**Signal wires by layer**

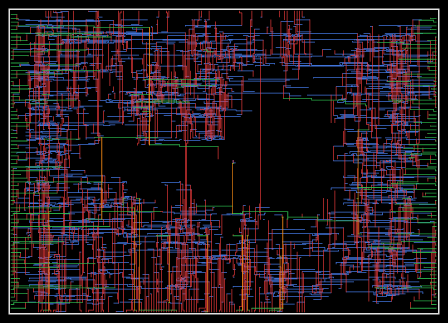
**Clock wires, drivers and flops**

Bar = 50 um.
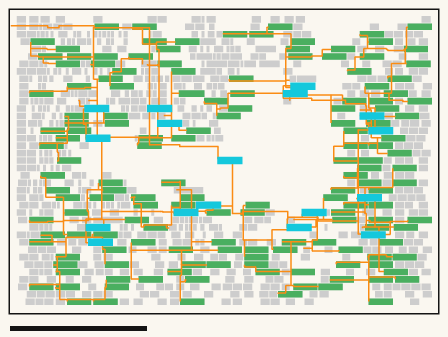
**Cell classes on the final placement**

Bar = 50 um.
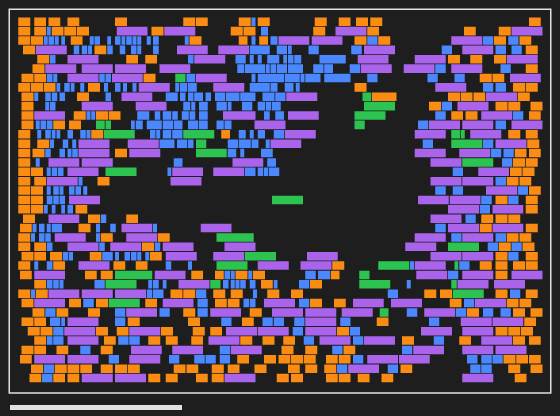
`src/rtl/memory_arbiter_pkg.sv`:
```
// Shared definitions for the instruction/data memory arbiter and the core
// that drives it: arbiter state encoding, grant owner, write-section codes.
package memory_arbiter_pkg;

    typedef enum logic [1:0] {
        ST_IDLE       = 2'd0,
        ST_FETCH_BUSY = 2'd1,
        ST_DATA_BUSY  = 2'd2
    } arb_state_t;

    typedef enum logic {
        GRANT_FETCH = 1'b0,
        GRANT_DATA  = 1'b1
    } grant_t;

    localparam logic [2:0] WS_READ    = 3'b000;
    localparam logic [2:0] WS_BYTE0   = 3'b001;
    localparam logic [2:0] WS_BYTE1   = 3'b010;
    localparam logic [2:0] WS_HALF_HI = 3'b100;
    localparam logic [2:0] WS_WORD    = 3'b111;

    function automatic logic is_write(input logic [2:0] sections);
        return sections != WS_READ;
    endfunction

endpackage

```
`src/rtl/memory_arbiter.sv`:
```
// Arbitrates instruction fetch and load/store ports onto one single-port
// memory, with optional round-robin priority and an acknowledge timeout.
//
// state         | meaning
// ST_IDLE       | no transaction, grant on any request
// ST_FETCH_BUSY | fetch transaction outstanding toward memory
// ST_DATA_BUSY  | load/store transaction outstanding toward memory
module memory_arbiter
    import memory_arbiter_pkg::*;
#(
    parameter int ROUND_ROBIN    = 1,
    parameter int TIMEOUT_CYCLES = 255
) (
    input  logic        clk,
    input  logic        reset,
    input  logic        fetch_request,
    input  logic [31:0] fetch_address,
    output logic        fetch_ready,
    output logic [31:0] fetch_data,
    input  logic        data_request,
    input  logic [31:0] data_address,
    input  logic [2:0]  data_write_sections,
    input  logic [31:0] data_write_value,
    output logic        data_ready,
    output logic [31:0] data_read_value,
    output logic        memory_request,
    output logic [31:0] memory_address,
    output logic [31:0] memory_write_value,
    output logic [2:0]  memory_write_sections,
    input  logic [31:0] memory_read_value,
    input  logic        memory_acknowledge,
    output logic        bus_error
);

    localparam logic [15:0] TIMEOUT_LAST = 16'(TIMEOUT_CYCLES - 1);

    arb_state_t  state;
    arb_state_t  next_state;
    grant_t      last_grant;
    logic [15:0] timeout_count;
    logic        grant_fetch;
    logic        grant_data;
    logic        timed_out;
    logic        complete;

    always_ff @(posedge clk or posedge reset) begin
        if (reset) begin
            state         <= ST_IDLE;
            last_grant    <= GRANT_DATA;
            timeout_count <= 16'd0;
        end else begin
            state <= next_state;
            if (grant_fetch || grant_data) begin
                timeout_count <= 16'd0;
            end else if (state != ST_IDLE && !complete) begin
                timeout_count <= timeout_count + 16'd1;
            end
            if (complete) begin
                last_grant <= (state == ST_FETCH_BUSY) ? GRANT_FETCH : GRANT_DATA;
            end
        end
    end

    always_comb begin
        next_state  = state;
        grant_fetch = 1'b0;
        grant_data  = 1'b0;
        timed_out   = 1'b0;
        complete    = 1'b0;
        case (state)
            ST_IDLE: begin
                if (fetch_request && data_request) begin
                    // Fixed priority always favours the data port.
                    if (ROUND_ROBIN != 0 && last_grant == GRANT_DATA) begin
                        grant_fetch = 1'b1;
                    end else begin
                        grant_data = 1'b1;
                    end
                end else if (fetch_request) begin
                    grant_fetch = 1'b1;
                end else if (data_request) begin
                    grant_data = 1'b1;
                end
                if (grant_fetch) begin
                    next_state = ST_FETCH_BUSY;
                end else if (grant_data) begin
                    next_state = ST_DATA_BUSY;
                end
            end
            ST_FETCH_BUSY, ST_DATA_BUSY: begin
                timed_out = !memory_acknowledge && (timeout_count == TIMEOUT_LAST);
                complete  = memory_acknowledge || timed_out;
                if (complete) begin
                    next_state = ST_IDLE;
                end
            end
            default: next_state = ST_IDLE;
        endcase
    end

    always_comb begin
        memory_request = (state != ST_IDLE);
    end

    always_ff @(posedge clk or posedge reset) begin
        if (reset) begin
            memory_address        <= 32'd0;
            memory_write_value    <= 32'd0;
            memory_write_sections <= WS_READ;
            fetch_ready           <= 1'b0;
            fetch_data            <= 32'd0;
            data_ready            <= 1'b0;
            data_read_value       <= 32'd0;
            bus_error             <= 1'b0;
        end else begin
            fetch_ready <= complete && (state == ST_FETCH_BUSY);
            data_ready  <= complete && (state == ST_DATA_BUSY);
            bus_error   <= timed_out;
            if (grant_fetch) begin
                memory_address        <= fetch_address;
                memory_write_value    <= 32'd0;
                memory_write_sections <= WS_READ;
            end else if (grant_data) begin
                memory_address        <= data_address;
                memory_write_value    <= data_write_value;
                memory_write_sections <= data_write_sections;
            end
            if (complete && state == ST_FETCH_BUSY) begin
                fetch_data <= memory_acknowledge ? memory_read_value : 32'd0;
            end
            // Stores and timed-out accesses report zero on the load path.
            if (complete && state == ST_DATA_BUSY) begin
                data_read_value <= (memory_acknowledge && !is_write(memory_write_sections))
                                   ? memory_read_value : 32'd0;
            end
        end
    end

endmodule

```
`config.mk`:
```
export PLATFORM = sky130hd
export DESIGN_NAME = memory_arbiter
export DESIGN_NICKNAME = d
export VERILOG_FILES = /design/src/rtl/memory_arbiter_pkg.sv /design/src/rtl/memory_arbiter.sv
export SDC_FILE = /design/constraint.sdc
export NUM_CORES = 1
export LEC_CHECK = 0
export CAP_MARGIN = 20
export CORE_ASPECT_RATIO = 0.7
export CORE_MARGIN = 2
export CORE_UTILIZATION = 38
export CTS_CLUSTER_SIZE = 20
export DETAILED_ROUTE_END_ITERATION = 10
export HOLD_SLACK_MARGIN = 0.03
export PLACE_DENSITY = 0.76
export REMOVE_ABC_BUFFERS = 1
export SLEW_MARGIN = 20
export SYNTH_ARGS = -nofsm -noshare
export SYNTH_HDL_FRONTEND = slang
export SYNTH_SLANG_ARGS = --single-unit
```
`constraint.sdc`:
```
create_clock -name clk -period 5.1 [get_ports clk]
set_input_delay 1.02 -clock clk [delete_from_list [all_inputs] [get_ports clk]]
set_output_delay 1.02 -clock clk [all_outputs]
set_load 0.05 [all_outputs]
```
==> flow_summary.json <==
{
  "outcome": "completed",
  "comb_power_mw": 3.66,
  "ys_sh_adder_pct": 1.01,
  "grt_pass1_vias": 5332,
  "vias_per_cell": 5.26,
  "synthTopLogicFamily": "AND-OR/OR-AND gates",
  "cts_max_level": 4,
  "layout_top_cells_excl_fill_tap": "270 x clkdlybuf4s50_1, 152 x dfrtp_1, 99 x a22o_1",
  "fp-utilization_pct": 38.4,
  "hold_path_startpoint": "memory_address[8]",
  "yosysCellCount": 525,
  "yosys.area_share.simple_pct": 8.72,
  "highest-signal-layer": "met4",
  "post-cts-setup-buffers": 0,
  "seq_share_pct": 39.6,
  "syn-cell-area_um2": 6200,
  "dr_iter_0_viols": 330,
  "cts_hold_repair.buffers": 0,
  "postSynthCellCount": 525,
  "multiInputCombCellCount": 319,
  "drive_gt1_share_pct": 6.31,
  "syn_to_final_growth_pct": 55.9,
  "drt-met1-wl_mm": 7.79,
  "track_usage_pct": 21.2,
  "first_element_of_the_critical_path": "state[0]",
  "power_density_nw_per_um2": 713,
  "synth.top_cells.by_area": "dfrtp_1 61%, a22o_1 14%, o21ai_0 3.0%, a21oi_1 2.9%, nand2_1 2.5%",
  "timing.critical_path.fanout_max": 6,
  "openroad.warnings": 28,
  "global_route_wire_length_before_repair_mm": 28.7,
  "finalWorstPathRequiredPeriod_ns": 3.11,
  "skew_ns": 0.0113,
  "yosys_register_bits": 153,
  "gpl.final_weighted_congestion": 0.907,
  "final_util_pct": 59.8,
  "cts_buffer_depth": 2,
  "place_worst_setup_slack_ns": 1.72,
  "intPower_mw": 3.65
}
About 'signal wires by layer':
metal 1 -> blue  # wire length 7790 um
metal 3 -> green  # wire length 1670 um
metal 2 -> red  # wire length 8440 um
metal 4 -> orange  # wire length 403 um

About 'clock wires, drivers and flops':
clock wires -> orange  # length 1920 um
clock drivers -> cyan  # count 17
flip-flops -> green  # count 153
routed clock nets = 18
flops lie = spread over the die
power in the clock group: 1.24 mW
clock insertion delay at the later pin of the skew report: 0.42 ns
share of total power in the clock network: 18.0%

About 'cell classes on the final placement':
remaining buffers and delay cells -> orange  # cells 276, share of their area 29%
clock drivers and dummy loads -> green  # cells 32, share of their area 6.1%
combinational and other logic -> blue  # cells 331, share of their area 24%
sequential cells -> purple  # cells 153, share of their area 41%

Power and IR drop assume default switching activity.
